File: src/rtl/taiga_config.sv
// Global configuration constants for the Taiga-style core slice.
package taiga_config;

  localparam int unsigned XLEN = 32;

endpackage

File: src/rtl/taiga_types.sv
// Shared types for the writeback path: thread ids and the result packet.
package taiga_types;
  import taiga_config::*;

  localparam int unsigned NUM_THREADS = 4;

  typedef logic [1:0] thread_id_t;

  typedef struct packed {
    thread_id_t            thread;
    logic [4:0]            rd;
    logic [XLEN-1:0]       data;
  } wb_packet_t;

endpackage

File: src/rtl/rr_arbiter.sv
// Round-robin arbiter: one-hot grant among requesters, scan starts at an
// internal pointer that moves just past the winner whenever advance is high.
module rr_arbiter #(
  parameter int unsigned WIDTH = 3
) (
  input  logic             clk,
  input  logic             rst,
  input  logic [WIDTH-1:0] request,
  input  logic             advance,
  output logic [WIDTH-1:0] grant
);

  localparam int unsigned PTR_W = (WIDTH > 1) ? $clog2(WIDTH) : 1;

  logic [PTR_W-1:0] ptr_q;
  logic [PTR_W-1:0] ptr_d;
  logic [PTR_W-1:0] grant_idx;
  logic             found;

  // First pass covers requesters at or above the pointer, second pass wraps.
  always_comb begin
    grant     = '0;
    grant_idx = '0;
    found     = 1'b0;
    for (int i = 0; i < WIDTH; i++) begin
      if (!found && (PTR_W'(i) >= ptr_q) && request[i]) begin
        grant[i]  = 1'b1;
        grant_idx = PTR_W'(i);
        found     = 1'b1;
      end
    end
    for (int i = 0; i < WIDTH; i++) begin
      if (!found && request[i]) begin
        grant[i]  = 1'b1;
        grant_idx = PTR_W'(i);
        found     = 1'b1;
      end
    end
  end

  always_comb begin
    ptr_d = ptr_q;
    if (advance && found) begin
      ptr_d = (grant_idx == PTR_W'(WIDTH - 1)) ? '0 : grant_idx + PTR_W'(1);
    end
  end

  always_ff @(posedge clk) begin
    if (rst) begin
      ptr_q <= '0;
    end else begin
      ptr_q <= ptr_d;
    end
  end

endmodule

File: src/rtl/writeback_arbiter.sv
// Selects one functional-unit result per cycle for the register file and
// tracks per-thread pending destinations in a scoreboard.
module writeback_arbiter
  import taiga_config::*;
  import taiga_types::*;
#(
  parameter int unsigned NUM_WB_UNITS = 3
) (
  input  logic                                clk,
  input  logic                                rst,
  input  logic [NUM_WB_UNITS-1:0]             wb_valid,
  output logic [NUM_WB_UNITS-1:0]             wb_ready,
  input  logic [NUM_WB_UNITS-1:0][1:0]        wb_thread,
  input  logic [NUM_WB_UNITS-1:0][4:0]        wb_rd,
  input  logic [NUM_WB_UNITS-1:0][XLEN-1:0]   wb_data,
  output logic                                wr_en,
  output logic [1:0]                          thread_rd_id,
  output logic [4:0]                          rd_addr,
  output logic [XLEN-1:0]                     new_data,
  input  logic                                issue_en,
  input  logic [1:0]                          issue_thread,
  input  logic [4:0]                          issue_rd,
  input  logic [1:0]                          query_thread,
  input  logic [4:0]                          query_rs1,
  input  logic [4:0]                          query_rs2,
  output logic                                rs1_pending,
  output logic                                rs2_pending
);

  logic [NUM_WB_UNITS-1:0]        grant;
  logic                           accept;
  wb_packet_t                     sel;

  logic                           wr_en_q;
  thread_id_t                     thread_q;
  logic [4:0]                     rd_q;
  logic [XLEN-1:0]                data_q;

  logic [NUM_THREADS-1:0][31:0]   pending_q;
  logic [NUM_THREADS-1:0][31:0]   pending_d;

  rr_arbiter #(
    .WIDTH   (NUM_WB_UNITS)
  ) u_rr_arbiter (
    .clk     (clk),
    .rst     (rst),
    .request (wb_valid),
    .advance (accept),
    .grant   (grant)
  );

  // Reset blocks the handshake so any in-flight result is dropped.
  assign wb_ready = rst ? '0 : grant;
  assign accept   = |(wb_valid & wb_ready);

  always_comb begin
    sel = '0;
    for (int i = 0; i < NUM_WB_UNITS; i++) begin
      if (grant[i]) begin
        sel.thread = wb_thread[i];
        sel.rd     = wb_rd[i];
        sel.data   = wb_data[i];
      end
    end
  end

  always_ff @(posedge clk) begin
    if (rst) begin
      wr_en_q  <= 1'b0;
      thread_q <= '0;
      rd_q     <= '0;
      data_q   <= '0;
    end else begin
      wr_en_q <= accept && (sel.rd != 5'd0);
      if (accept) begin
        thread_q <= sel.thread;
        rd_q     <= sel.rd;
        data_q   <= sel.data;
      end
    end
  end

  assign wr_en        = wr_en_q;
  assign thread_rd_id = thread_q;
  assign rd_addr      = rd_q;
  assign new_data     = data_q;

  // Set is applied after clear so a same-cycle issue keeps the bit pending.
  always_comb begin
    pending_d = pending_q;
    if (accept) begin
      pending_d[sel.thread][sel.rd] = 1'b0;
    end
    if (issue_en && (issue_rd != 5'd0)) begin
      pending_d[issue_thread][issue_rd] = 1'b1;
    end
  end

  always_ff @(posedge clk) begin
    if (rst) begin
      pending_q <= '0;
    end else begin
      pending_q <= pending_d;
    end
  end

  assign rs1_pending = (query_rs1 != 5'd0) && pending_q[query_thread][query_rs1];
  assign rs2_pending = (query_rs2 != 5'd0) && pending_q[query_thread][query_rs2];

endmodule

File: config.mk
export PLATFORM = sky130hd
export DESIGN_NAME = writeback_arbiter
export DESIGN_NICKNAME = d
export VERILOG_FILES = /design/src/rtl/taiga_config.sv /design/src/rtl/taiga_types.sv /design/src/rtl/rr_arbiter.sv /design/src/rtl/writeback_arbiter.sv
export SDC_FILE = /design/constraint.sdc
export NUM_CORES = 1
export LEC_CHECK = 0
export ABC_CLOCK_PERIOD_IN_PS = 5410
export CAP_MARGIN = 40
export CORE_ASPECT_RATIO = 0.9
export CORE_UTILIZATION = 45
export CTS_CLUSTER_SIZE = 30
export DETAILED_ROUTE_END_ITERATION = 10
export PLACE_DENSITY = 0.71
export SLEW_MARGIN = 20
export SYNTH_ARGS = -nofsm -noshare
export SYNTH_HDL_FRONTEND = slang
export SYNTH_SLANG_ARGS = --single-unit
File: constraint.sdc
create_clock -name clk -period 5.41 [get_ports clk]
set_input_delay 1.082 -clock clk [delete_from_list [all_inputs] [get_ports clk]]
set_output_delay 1.082 -clock clk [all_outputs]
set_load 0.03 [all_outputs]
==> flow_summary.json <==
{
  "die_h_um": 140,
  "dp.cells": 1534,
  "crit_top_cell": "clkdlybuf4s50_1",
  "io_buffer_count": 186,
  "cts.sinks": 166,
  "synth.avg_cell_area_um2": 8.43,
  "overflow": 0,
  "io_pins": 187,
  "outcome": "finished, final reports clean",
  "fill_cells": 1816,
  "sh_seq_area_pct": 27.0,
  "crit_fanout": 8,
  "startpoint": "query_rs2[0]",
  "rsz0062_at_grt": "no",
  "h-tree-depth": 4,
  "drive_above_1_share_pct": 11.3,
  "cts_tree": "done",
  "synth_cells": 1136,
  "yosys_register_bits": 166,
  "period_used_pct": 93.3,
  "dr.first_iter.drc_count": 1105,
  "placed_area_um2": 11700,
  "lay_top_cells": "183 x clkdlybuf4s50_1, 174 x nor2_1, 166 x dfxtp_1",
  "setup_ws_ns": 0.363,
  "tap_cells": 286,
  "path_class": "in2out",
  "edf_count": 0,
  "cts_setup_buffers": 0,
  "synth_nets": 1278,
  "bufAreaShareNonClock_pct": 17.5,
  "critical_path_buf_inv_count": 2,
  "hold_violations": 0,
  "holdWs_ns": 0.460,
  "ant_nets": 0,
  "clkTransAtPathRegs_ns": 0.07,
  "synthArstFlopShare_pct": 0,
  "dieArea_um2": 21900,
  "ys_seq_share_pct": 34.7,
  "leakage_nw": 4.65,
  "max-cap-violations": 0,
  "comb-cell-share_pct": 47.5,
  "cpLargestDelayFamily": "buffers and inverters",
  "worstSkewPairLatency_ns": 0.44,
  "diodes": 0,
  "cts_resized": 0,
  "drc": 0
}
## state kept, by name (all words and copies together) (netlist names)
register            count
u_rr_arbiter.ptr_q      2
rd_addr                 5
pending_q             124
new_data               32
thread_rd_id            2
wr_en                   1
## worst paths after layout
kind	cells after the start	endpoint	slack [ns]
worst max register to register	7	pending_q[47]$_SDFF_PP0_	2.27
worst max-delay path	8	rs2_pending	0.36
worst min register to register	2	rd_addr[1]$_SDFFE_PP0N_	0.46
worst min-delay path	2	rd_addr[1]$_SDFFE_PP0N_	0.46
## cells by family after synthesis
family                 count (synthesis)  synth area share, %
AND/OR/NAND/NOR                      440                 22.8
AND-OR/OR-AND                        370                 27.2
flip-flops                           166                 34.7
buffers and inverters                109                 4.61
multiplexers                          51                 10.7
## Yosys cell counts (all sizes together) (4+ instances only)
master,instances,area share [%]
nand3,14,0.73
dfxtp,166,35
nor3b,4,0.37
a211oi,37,2.9
mux2i,10,1.0
o22ai,4,0.33
clkbuf,67,2.6
nand3b,8,0.63
nor2b,8,0.52
a22oi,5,0.39
inv,4,0.16
o21ai,6,0.31
buf,38,1.8
a21oi,114,6.0
nand2b,4,0.26
nor4,17,2.3
nand2,47,1.9
mux4,41,9.6
o21bai,124,9.7
and2,6,0.39
nor3,146,8.0
nor2,175,6.9
a222oi,32,3.3
o211ai,4,0.47
a31oi,17,1.1
## layer usage
| metal | GRT usage (%) | part of all wire, % | vias up |
|---|---|---|---|
| met1 | 43.4 | 42 | 4892 |
| met2 | 48.7 | 46 | 541 |
| li1 | - | - | 4563 |
| met4 | 13.0 | 3.2 | 0 |
| met3 | 5.23 | 8.6 | 103 |
| met5 | 0 | 0 | - |
## power breakdown
| group | internal [mW] | switching (mW) |
|---|---|---|
| combinational | 0.293 | 0.451 |
| sequential | 1.25 | 0.0176 |
| clock | 0.743 | 0.550 |
**Where the registers sit**

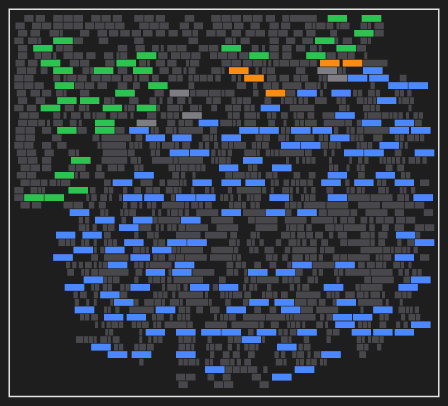
| colour | name in the netlist | placed flops |
|---|---|---|
| blue | pending_q | 124 |
| orange | rd_addr | 5 |
| green | new_data | 32 |
P_seq: 1.27 mW
fin util: 59.1%

**Routing congestion map**

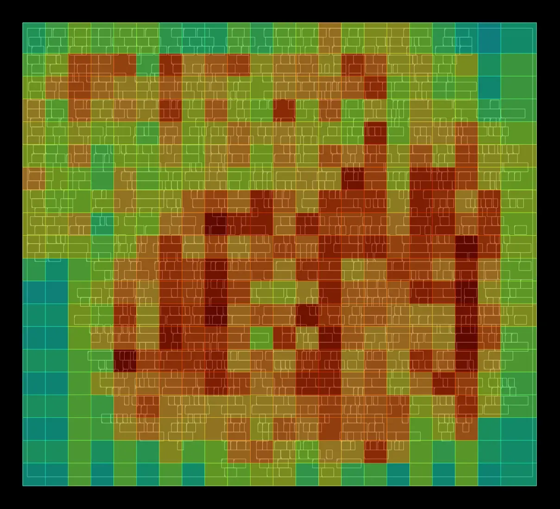
GR Util met2: 48.7%
GRT busiest layer: met2
gr usage total: 31.4%
GR met3 Demand/Resource: 5.23%

No activity file was given, so power comes from the tool's default toggle rates.
